$ cat src/rtl/rect_flip_sequencer.sv
// Walks a rows x cols rectangle of words through a wowi_adapter, reading each
// word, flipping it (bit or byte order) and writing it back in place.
module rect_flip_sequencer #(
  parameter int DATA_WIDTH = 8,
  parameter int WORD_BYTES = 2,
  parameter int FLIP_MODE  = 0
) (
  input  logic                             clk,
  input  logic                             reset,
  input  logic                             start,
  input  logic [7:0]                       rect_base,
  input  logic [3:0]                       rect_cols,
  input  logic [3:0]                       rect_rows,
  input  logic [7:0]                       row_stride,
  output logic                             st_read,
  output logic                             st_write,
  output logic [7:0]                       base_addr,
  output logic [DATA_WIDTH*WORD_BYTES-1:0] write_data,
  input  logic [DATA_WIDTH*WORD_BYTES-1:0] read_data,
  input  logic                             flip_ready,
  input  logic                             wrt_done,
  output logic                             busy,
  output logic                             done,
  output logic [7:0]                       word_count
);

  localparam int W = DATA_WIDTH * WORD_BYTES;

  typedef enum logic [2:0] {
    S_IDLE, S_RD, S_GAP, S_WR, S_WWAIT, S_NEXT, S_DONE
  } state_t;

  state_t         state_q, state_d;
  logic [3:0]     cols_q, cols_d, rows_q, rows_d;
  logic [3:0]     col_q, col_d, row_q, row_d;
  logic [7:0]     stride_q, stride_d;
  logic [7:0]     row_addr_q, row_addr_d;
  logic [7:0]     base_addr_q, base_addr_d;
  logic [W-1:0]   write_data_q, write_data_d;
  logic [7:0]     word_count_q, word_count_d;
  logic           st_read_q, st_read_d, st_write_q, st_write_d;
  logic           busy_q, busy_d, done_q, done_d;
  logic           last_word;

  function automatic logic [W-1:0] flip_word(input logic [W-1:0] din);
    logic [W-1:0] r;
    r = '0;
    if (FLIP_MODE == 0) begin
      for (int i = 0; i < W; i++) r[i] = din[W-1-i];
    end else begin
      for (int k = 0; k < WORD_BYTES; k++)
        r[k*DATA_WIDTH +: DATA_WIDTH] = din[(WORD_BYTES-1-k)*DATA_WIDTH +: DATA_WIDTH];
    end
    return r;
  endfunction

  assign last_word = (col_q == cols_q - 4'd1) && (row_q == rows_q - 4'd1);

  always_ff @(posedge clk or posedge reset) begin
    if (reset) begin
      state_q      <= S_IDLE;
      cols_q       <= '0;
      rows_q       <= '0;
      col_q        <= '0;
      row_q        <= '0;
      stride_q     <= '0;
      row_addr_q   <= '0;
      base_addr_q  <= '0;
      write_data_q <= '0;
      word_count_q <= '0;
      st_read_q    <= 1'b0;
      st_write_q   <= 1'b0;
      busy_q       <= 1'b0;
      done_q       <= 1'b0;
    end else begin
      state_q      <= state_d;
      cols_q       <= cols_d;
      rows_q       <= rows_d;
      col_q        <= col_d;
      row_q        <= row_d;
      stride_q     <= stride_d;
      row_addr_q   <= row_addr_d;
      base_addr_q  <= base_addr_d;
      write_data_q <= write_data_d;
      word_count_q <= word_count_d;
      st_read_q    <= st_read_d;
      st_write_q   <= st_write_d;
      busy_q       <= busy_d;
      done_q       <= done_d;
    end
  end

  // The final word skips S_NEXT so done lands two cycles after its wrt_done;
  // a start coinciding with the done pulse is refused via done_q.
  always_comb begin
    state_d      = state_q;
    cols_d       = cols_q;
    rows_d       = rows_q;
    col_d        = col_q;
    row_d        = row_q;
    stride_d     = stride_q;
    row_addr_d   = row_addr_q;
    base_addr_d  = base_addr_q;
    write_data_d = write_data_q;
    word_count_d = word_count_q;
    busy_d       = busy_q;
    done_d       = 1'b0;
    case (state_q)
      S_IDLE: begin
        if (start && !done_q) begin
          cols_d       = rect_cols;
          rows_d       = rect_rows;
          stride_d     = row_stride;
          col_d        = '0;
          row_d        = '0;
          word_count_d = '0;
          busy_d       = 1'b1;
          if (rect_cols == 4'd0 || rect_rows == 4'd0) begin
            state_d = S_DONE;
          end else begin
            base_addr_d = rect_base;
            row_addr_d  = rect_base;
            state_d     = S_RD;
          end
        end
      end
      S_RD: begin
        if (flip_ready) begin
          write_data_d = flip_word(read_data);
          state_d      = S_GAP;
        end
      end
      S_GAP:   state_d = S_WR;
      S_WR:    state_d = S_WWAIT;
      S_WWAIT: begin
        if (wrt_done) begin
          word_count_d = word_count_q + 8'd1;
          state_d      = last_word ? S_DONE : S_NEXT;
        end
      end
      S_NEXT: begin
        if (col_q == cols_q - 4'd1) begin
          row_addr_d  = row_addr_q + stride_q;
          base_addr_d = row_addr_q + stride_q;
          col_d       = '0;
          row_d       = row_q + 4'd1;
        end else begin
          base_addr_d = base_addr_q + 8'(WORD_BYTES);
          col_d       = col_q + 4'd1;
        end
        state_d = S_RD;
      end
      S_DONE: begin
        done_d  = 1'b1;
        busy_d  = 1'b0;
        state_d = S_IDLE;
      end
      default: state_d = S_IDLE;
    endcase
    st_read_d  = (state_d == S_RD);
    st_write_d = (state_d == S_WR);
  end

  assign st_read    = st_read_q;
  assign st_write   = st_write_q;
  assign base_addr  = base_addr_q;
  assign write_data = write_data_q;
  assign busy       = busy_q;
  assign done       = done_q;
  assign word_count = word_count_q;

endmodule

$ cat config.mk
export PLATFORM = sky130hd
export DESIGN_NAME = rect_flip_sequencer
export DESIGN_NICKNAME = d
export VERILOG_FILES = /design/src/rtl/rect_flip_sequencer.sv
export SDC_FILE = /design/constraint.sdc
export NUM_CORES = 1
export LEC_CHECK = 0
export CORE_MARGIN = 1.5
export CORE_UTILIZATION = 37
export CTS_CLUSTER_SIZE = 16
export DETAILED_ROUTE_END_ITERATION = 8
export DONT_BUFFER_PORTS = 1
export PLACE_DENSITY = 0.51
export SLEW_MARGIN = 25
export SYNTH_ARGS = -nofsm -noshare
export SYNTH_HDL_FRONTEND = slang
export SYNTH_SLANG_ARGS = --single-unit
export TNS_END_PERCENT = 100
$ cat constraint.sdc
create_clock -name clk -period 4 [get_ports clk]
set_input_delay 0.4 -clock clk [delete_from_list [all_inputs] [get_ports clk]]
set_output_delay 0.4 -clock clk [all_outputs]
set_load 0.1 [all_outputs]
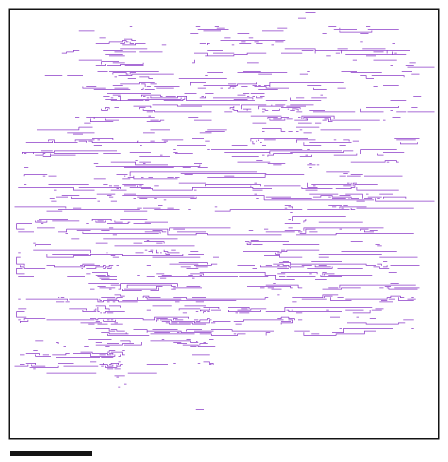
run_1/layer_met1.png
Scale bar: 20 um.
longest straight run = 34.5 um
nets with wire on the layer = 397
main direction = horizontal
via count: 2626
DRT Wirelength: 8496 um
M1 GR Usage: 21.24%

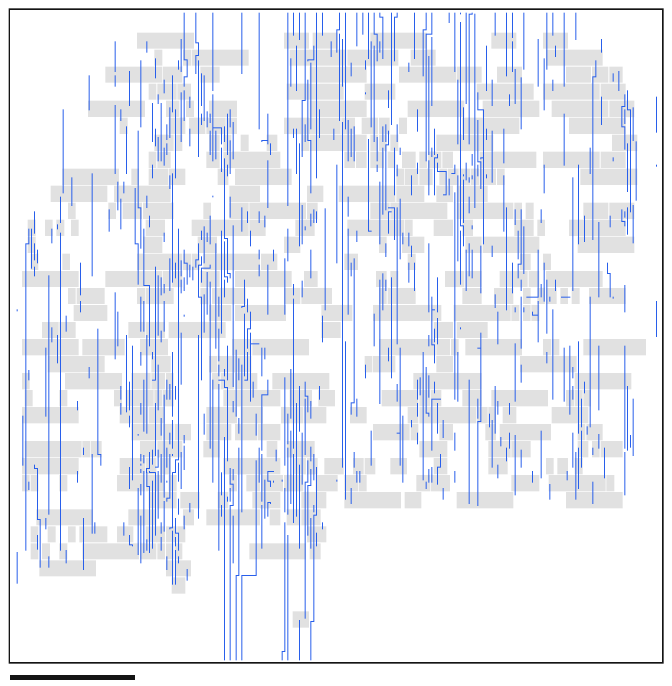
run_1/layer_met2.png
Scale bar: 20 um.
longest straight run = 55.1 um
share of all routed wire = 47%
wire length on this layer = 3990 um
main direction = vertical
nets with wire on the layer = 351
met2 global-route usage: 26.63%

==> impl_metrics.py, run 1 <==
# Generated from Yosys and OpenROAD reports
metrics = {
    "final_layout": {
        "nets": 425,
        "antenna_cells": 0,
        "combGateArea_mm2": 0.001886,
        "fin_area_mm2": 0.004144,
        "syn2layout_area_growth_pct": 9.415,
        "seqCellArea_mm2": 0.001777,
        "final_layout_size_suffix_gt1_share_pct": 12.67,
        "fill_cells": 952,
        "mostFrequentLayoutCell": "dfrtp_1",
        "finalNonFillerCells": 504,
    },
    "yosys": {
        "synth-seq-cells": 71,
        "ff_type": "dfrtp_1",
        "synth.distinct_cells": 65,
        "synth_chip_area_mm2": 0.003787,
        "edf_count": 0,
        "syn-cell-area_mm2": 0.003787,
        "top_logic_kind": "simple AND/OR/NAND/NOR gates",
        "mux_share_pct": 8.953,
        "yosys_warnings": 0,
        "avgSynthCellArea_um2": 10.55,
        "ys_sh_xor_pct": 6.838,
        "fp_nets": 418,
        "synth.cellmix.compoundShare_pct": 13.02,
        "ys_cells": 359,
        "largest_area_cell": "dfrtp_1",
        "fa_ha_area_share_pct": 4.823,
        "syn_inst": 359,
        "ys_sh_simple_pct": 16.15,
    },
    "worst_setup_path": {
        "cp_slowest_cell": "dfrtp_1",
        "crit_family": "simple AND/OR/NAND/NOR gates",
        "slowest_delay_ps": 740,
        "critPathKind": "reg -> reg",
        "cp-start-kind": "flop",
        "crit_path_end_kind": "flop",
        "crit_fanout": 13,
        "cp.required_ps": 4240,
        "r2r_slack_ps": 1350,
        "crit_buf_inv": 0,
    },
    "sta": {
        "skew_ps": 8.704,
        "min_period_ps": 2654,
        "worst_hold_slack_ps": -15.27,
        "maxSlewHeadroom_pct": 30.41,
        "maxSlewViolCount": 0,
        "period_used_pct": 66.34,
        "tightestPinTransition_ps": 1044,
        "finalSetupTns_ps": 0,
        "final_hold_viol_count": 13,
        "rsz0062_at_grt": "no",
        "fmax_ghz": 0.3768,
        "timing.final.ws_setup_ps": 1346,
    },
    "clocking": {
        "cts_setup_buffers": 0,
        "cts_buffers": 9,
        "cts_buffer_depth": 2,
        "ctsHoldBuffers": 0,
        "clk_latency_ps": 350,
        "cts_tree": "yes",
        "clock_sinks": 71,
        "path_clk_slew_ps": 80,
        "root_buffer": "clkbuf_8",
        "cts_resized": 0,
    },
    "place": {
        "dp_slack_ps": 1312,
        "portBuffers": 0,
        "dpl_cell_area_mm2": 0.003959,
        "dp_hpwl_um": 6384,
        "dp.cells": 488,
    },
    "drt": {
        "drt-wirelength-per-cell_um": 16.86,
        "avgViaCountPerCell": 5.210,
        "drt_first_pass_iters": 4,
    },
    "status": {
        "status": "complete, but fails checks",
        "violations": "negative hold slack",
    },
    "min_path": {
        "holdCritPathClass": "in -> async",
    },
    "floorplanning": {
        "die_w_um": 104.2,
        "die-area_mm2": 0.01085,
        "fp-utilization_pct": 38.39,
        "die_height_um": 104.2,
        "rows": 36,
    },
    "global_route": {
        "grt_pass1_vias": 2622,
        "grt_pass1_wl_um": 13850,
        "grt_max_degree": 50,
        "antenna_found_initial": 0,
        "overflow": 0,
    },
    "run": {
        "drv_cap": 0,
        "tool_warnings": 26,
    },
}
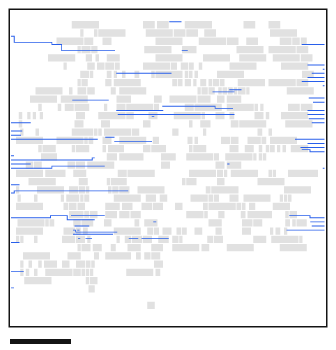
run_1/layer_met3.png
Scale bar: 20 um.
main direction = horizontal
longest straight run = 38.2 um
nets with wire on the layer = 52
share of all routed wire = 6.4%
wire length on this layer = 539 um
met3 Usage GRT: 4.386%

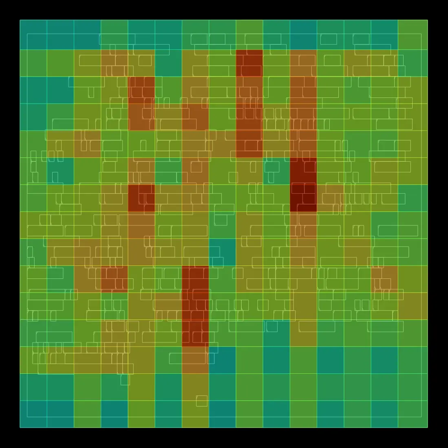
run_1/congestion.png
busiest grt layer: met2
total track usage: 16.47%
final core utilization: 42.01%

[run 1: registers in the layout, summed over array words and instances, names as in the netlist]
name	flops
write_data	16
base_addr	8
row_addr_q	8
stride_q	8
word_count	8
col_q	4
cols_q	4
row_q	4
rows_q	4
state_q	3
busy	1
done	1
st_read	1
st_write	1
[run 1: cells in the mapped netlist (2+ instances only)]
master / n
clkbuf_1: 7
a211oi_1: 6
buf_2: 4
nand4_1: 2
nor2_2: 3
dfrtp_1: 71
xor2_1: 8
nand2_1: 61
and3_1: 7
o21ai_1: 12
nand2b_1: 4
o21ai_0: 4
a21oi_1: 9
nor3_1: 5
a22oi_1: 2
o211ai_1: 3
ha_1: 13
o2bb2ai_1: 2
inv_1: 15
a221oi_1: 2
a211o_1: 2
mux2_1: 17
mux2i_1: 11
xnor2_1: 14
nor2_1: 18
o22ai_1: 3
o21a_1: 6
nand3_1: 11
[run 1: area by class of cell]
type	instances	area share [%]
clock buffers	9	2.989
inverters	16	1.510
repair buffers	9	1.630
multi-input cells	259	45.50
flip-flops and latches	71	42.87
clock inverters	7	1.479
well taps	133	4.016
[run 1: metal layers]
layer | GRT usage (%) | routed length [um]
met1 | 21.24 | 3824
met2 | 26.63 | 3991
met3 | 4.386 | 539
met4 | 5.952 | 142
met5 | 0 | 0
[run 1: final timing paths]
check | start | end | depth (start not counted)
min | reset | state_q[2] | 1
max | done | row_addr_q[2] | 5
min reg2reg | stride_q[5] | stride_q[5] | 2
min in group clk | row_stride[6] | stride_q[6] | 2
max in group asynchronous | reset | rows_q[3] | 2
max reg2reg | done | row_addr_q[2] | 5
## Run 2: what changed since run 1
==> constraint.sdc (replaced) <==
create_clock -name clk -period 2.45 [get_ports clk]
set_input_delay 0.245 -clock clk [delete_from_list [all_inputs] [get_ports clk]]
set_output_delay 0.245 -clock clk [all_outputs]
set_load 0.1 [all_outputs]
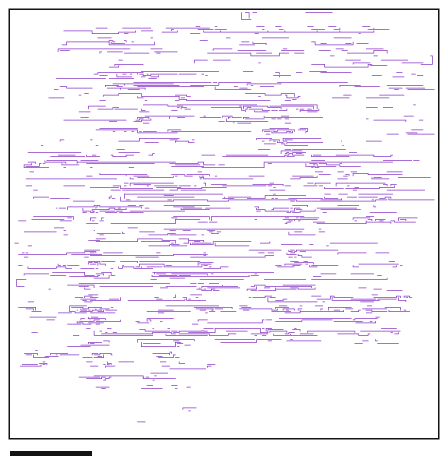
run_2/layer_met1.png
Scale bar: 20 um.
share of all routed wire = 47%
wire length on this layer = 4020 um
longest straight run = 41.4 um
nets with wire on the layer = 422
main direction = horizontal
via count: 2700
DRT Wirelength: 8520 um
M1 GR Usage: 21.76%

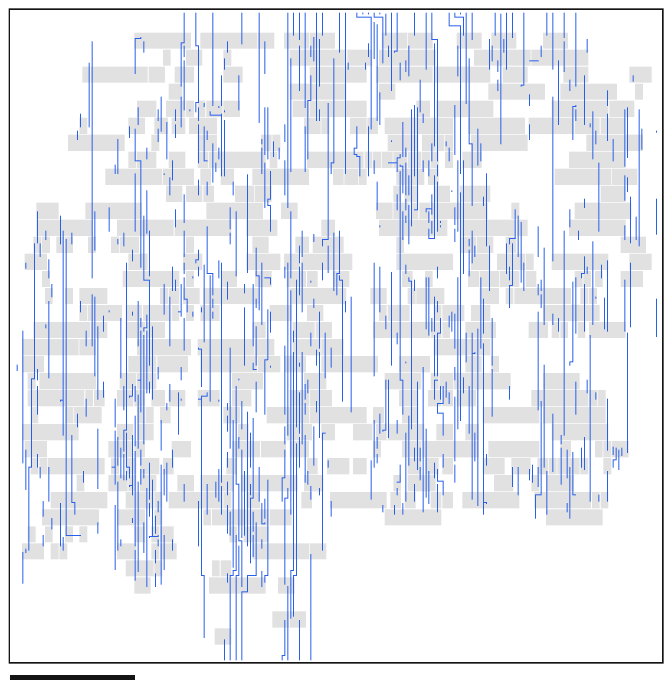
run_2/layer_met2.png
Scale bar: 20 um.
share of all routed wire = 46%
nets with wire on the layer = 376
main direction = vertical
longest straight run = 47.3 um
met2 global-route usage: 26.73%

==> run 2 against run 1 <==
  * The run now ends clean
  * Die size unchanged
  * Core utilization rose by 2.6 points
  * Setup slack lost 1100 ps
  * Flip-flop count stayed put
  * Final cell count grew 5.6%
  * Design area rose by 6.3%
  * First-iteration DRC count fell by 22%
==> impl_metrics.py, run 2 <==
# Generated from Yosys and OpenROAD reports
metrics = {
    "status": {
        "status": "finished, final reports clean",
    },
    "sta": {
        "finalSetupTns_ps": 0,
        "tightestPinTransition_ps": 901.5,
        "final_hold_viol_count": 0,
        "min_period_ps": 2193,
        "maxSlewHeadroom_pct": 39.90,
        "skew_ps": 8.531,
        "period_used_pct": 89.50,
        "maxSlewViolCount": 0,
        "fmax_ghz": 0.4560,
        "rsz0062_at_grt": "no",
    },
    "drt": {
        "avgViaCountPerCell": 5.075,
        "drt-wirelength-per-cell_um": 16.02,
        "drt_first_pass_iters": 6,
    },
    "worst_setup_path": {
        "cp-start-kind": "flop",
        "crit_fanout": 3,
        "crit_family": "adder cells",
        "path_depth": 9,
        "cp_slowest_cell": "fa_1",
        "slowest_delay_ps": 390,
        "crit_path_end_kind": "flop",
        "r2r_cells": 9,
        "cp.required_ps": 2710,
    },
    "global_route": {
        "grt_max_degree": 44,
        "antenna_found_initial": 0,
        "grt_usage_pct": 16.70,
        "grt_pass1_vias": 2768,
        "overflow": 0,
        "grt_pass1_wl_um": 14280,
    },
    "run": {
        "drv_cap": 0,
    },
    "floorplanning": {
        "num_tap_cells": 133,
        "die-area_mm2": 0.01085,
        "die_w_um": 104.2,
        "rows": 36,
        "fp-utilization_pct": 38.39,
        "die_height_um": 104.2,
    },
    "final_layout": {
        "antenna_cells": 0,
        "clkCellAreaFrac_pct": 4.632,
        "n_all_buffers": 37,
        "seq_share_pct": 40.35,
        "nMultiInputCombCells": 259,
        "combGateArea_mm2": 0.001886,
        "largestClassByArea": "logic gates",
        "finalNonFillerCells": 532,
        "n_all_inverters": 16,
        "comb_area_share_pct": 42.82,
        "syn2layout_area_growth_pct": 16.25,
        "nets": 453,
        "seqCellArea_mm2": 0.001777,
        "nClkBuffers": 9,
        "final_layout_size_suffix_gt1_share_pct": 16.79,
        "fill_cells": 963,
        "mostFrequentLayoutCell": "dfrtp_1",
        "flops": 71,
        "buffer_area_share_pct": 7.047,
    },
    "clocking": {
        "cts_buffers": 9,
        "root_buffer": "clkbuf_8",
        "path_clk_slew_ps": 80,
        "cts_buffer_depth": 2,
        "clock_sinks": 71,
        "clk_latency_ps": 340,
        "cts_tree": "yes",
        "cts_setup_buffers": 0,
    },
    "place": {
        "dpl_cell_area_mm2": 0.004119,
        "dp.cells": 508,
        "dp_hpwl_um": 6376,
        "portBuffers": 0,
    },
    "yosys": {
        "ys_top_cells_by_count": "71 x dfrtp_1, 61 x nand2_1, 18 x nor2_1",
        "synth.distinct_cells": 65,
        "ys_cells": 359,
        "edf_count": 0,
        "ff_type": "dfrtp_1",
        "top_cell": "dfrtp_1",
        "yosys_warnings": 0,
        "synth_chip_area_mm2": 0.003787,
        "synth-seq-cells": 71,
        "largest_area_cell": "dfrtp_1",
        "fp_nets": 418,
        "synth_seq_share_pct": 46.91,
        "syn-cell-area_mm2": 0.003787,
    },
    "min_path": {
        "holdCritPathClass": "in -> reg",
        "hold_depth": 2,
    },
}
[run 2: stage by stage]
step | worst slack [ps] | hold slack [ps] | util [%]
floorplan | 338.6 | 350.4 | -
global placement | 328.3 | 256.6 | 41.76
detailed placement | 236.2 | 257.9 | 41.76
CTS | 234.1 | 1.840 | 44.63
global route | 130.7 | 2.297 | 44.63
finish | 257.2 | 7.235 | 44.63
[run 2: cell families (layout without fill, tap and decap cells)]
logic type	after synthesis	count (layout)	synth area share, %
AND/OR/NAND/NOR	125	125	16.15
XOR/XNOR	25	25	6.839
multiplexers	30	30	8.953
adder cells (fa/ha/maj)	14	14	4.823
AND-OR/OR-AND	65	65	13.02
flip-flops	71	71	46.91
buffers and inverters	29	69	3.304
[run 2: repair_timing]
action,4_1_cts,5_1_grt
setup endpoints to repair,0,0
hold endpoints to repair,35,0
hold buffers,8,0
[run 2: path summary, 6_finish.rpt]
| path | startpoint | endpoint | slack (ps) |
|---|---|---|---|
| worst max-delay path | stride_q[0] | row_addr_q[6] | 260 |
| worst min-delay path | rect_cols[2] | cols_q[2] | 7 |
| worst max register to register | stride_q[0] | row_addr_q[6] | 260 |
| worst min register to register | stride_q[3] | stride_q[3] | 490 |
| max in group asynchronous | reset | stride_q[4] | 1360 |
| min in group asynchronous | reset | write_data[11] | 430 |
[run 2: routing by layer]
layer	vias to the layer above	share of wire [%]	GRT usage [%]
met4	0	0.74	4.960
met5	-	0	0
li1	1326	-	-
met2	70	46	26.73
met3	7	5.8	5.138
met1	1297	47	21.76
## Run 3: what changed since run 2
--- a/config.mk
+++ b/config.mk
@@ -10,6 +10,7 @@
 export CTS_CLUSTER_SIZE = 16
 export DETAILED_ROUTE_END_ITERATION = 8
 export DONT_BUFFER_PORTS = 1
+export GPL_ROUTABILITY_DRIVEN = 1
 export PLACE_DENSITY = 0.51
 export SLEW_MARGIN = 25
 export SYNTH_ARGS = -nofsm -noshare
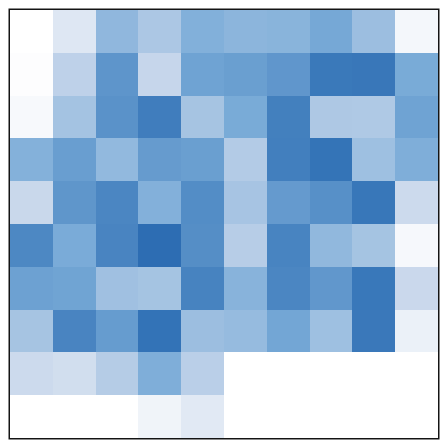
run_3/cell_density.png
10 x 10 tiles, from white (low) to dark blue (high), 0 to 100% covered.
emptiest ninth of the die = bottom right
nearly empty tiles = 15%
fullest tile = 75%
FP Util: 38.39%
final core utilization: 44.63%

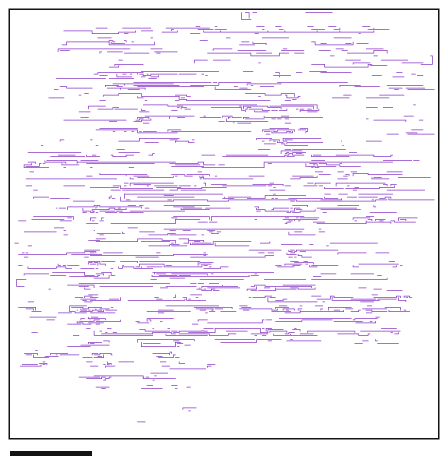
run_3/layer_met1.png
Scale bar: 20 um.
longest straight run = 41.4 um
wire length on this layer = 4020 um
nets with wire on the layer = 422
share of all routed wire = 47%

==> run 3 against run 2 <==
  * Design area unchanged
  * Core utilization unchanged
==> impl_metrics.py, run 3 <==
# Generated from Yosys and OpenROAD reports
metrics = {
    "clocking": {
        "cts_tree": "yes",
        "cts_buffers": 9,
        "cts_buffer_depth": 2,
        "clock_sinks": 71,
        "path_clk_slew_ps": 80,
    },
    "final_layout": {
        "fill_cells": 963,
        "mostFrequentLayoutCell": "dfrtp_1",
    },
    "drt": {
        "vias": 2700,
        "routed_wl_um": 8520,
        "drt_first_pass_iters": 6,
    },
    "place": {
        "dp_hpwl_um": 6376,
        "dp_slack_ps": 236.2,
        "dpl_cell_area_mm2": 0.004119,
        "dp.cells": 508,
        "portBuffers": 0,
    },
    "yosys": {
        "synth_seq_share_pct": 46.91,
        "largest_area_cell": "dfrtp_1",
        "yosys_warnings": 0,
        "ys_cells": 359,
        "ff_type": "dfrtp_1",
        "syn-cell-area_mm2": 0.003787,
        "edf_count": 0,
        "synth-seq-cells": 71,
        "synth_chip_area_mm2": 0.003787,
        "fp_nets": 418,
    },
    "global_route": {
        "grt_max_degree": 44,
        "grt_pass1_wl_um": 14280,
        "antenna_found_initial": 0,
    },
    "run": {
        "tool_warnings": 26,
    },
    "min_path": {
        "holdCritPathClass": "in -> reg",
        "hp-start": "rect_cols[2]",
    },
    "worst_setup_path": {
        "path_depth": 9,
        "critPathKind": "reg -> reg",
        "r2r_end": "row_addr_q[6]",
        "crit_family": "adder cells",
        "cp_slowest_cell": "fa_1",
        "slowest_delay_ps": 390,
        "cp.required_ps": 2710,
        "crit_buf_inv": 2,
    },
    "sta": {
        "final_hold_viol_count": 0,
        "rsz0062_at_grt": "no",
        "skew_ps": 8.531,
        "period_used_pct": 89.50,
        "timing.final.ws_setup_ps": 257.2,
        "fmax_ghz": 0.4560,
        "finalSetupTns_ps": 0,
    },
    "status": {
        "status": "finished, final reports clean",
    },
}
[run 3: cell counts in the layout (fill, tap and decap cells not counted)]
No cell type changed its count.
[run 3: area by class of cell]
type | instances | area, um2 | share of cell area (%)
tap | 133 | 166.4 | 3.779
sequential | 71 | 1777 | 40.35
inverter | 16 | 60.06 | 1.364
clock buffer | 9 | 123.9 | 2.813
timing repair buffer | 37 | 310.3 | 7.047
clock inverter | 7 | 80.08 | 1.819
multi-input combinational | 259 | 1886 | 42.82
[run 3: logic make-up after synthesis]
family          Yosys count  share of synthesized area, %
fa+ha+maj                14                         4.823
mux                      30                         8.953
simple gates            125                         16.15
compound gates           65                         13.02
flops                    71                         46.91
buf+inv                  29                         3.304
xor+xnor                 25                         6.839
[run 3: layer usage]
layer | up-vias | routed length (um) | GRT usage [%]
li1 | 1326 | - | -
met1 | 1297 | 4015 | 21.76
met2 | 70 | 3947 | 26.73
met3 | 7 | 493 | 5.138
met4 | 0 | 63 | 4.960
met5 | - | 0 | 0
[run 3: repair_timing]
item                                    4_1_cts  5_1_grt
hold buffers                                  8        0
buffers inserted                              0        0
endpoints found under the setup margin        0        0
endpoints found under the hold margin        35        0
[run 3: worst reg2reg max path: stages (launching register included)]
cell	delay [ps]
dfrtp_1	360
ha_1	190
inv_1	60
fa_1	390
nand2b_1	160
a21oi_1	220
nor4b_1	290
buf_4	180
nor4b_4	40
a221oi_2	210
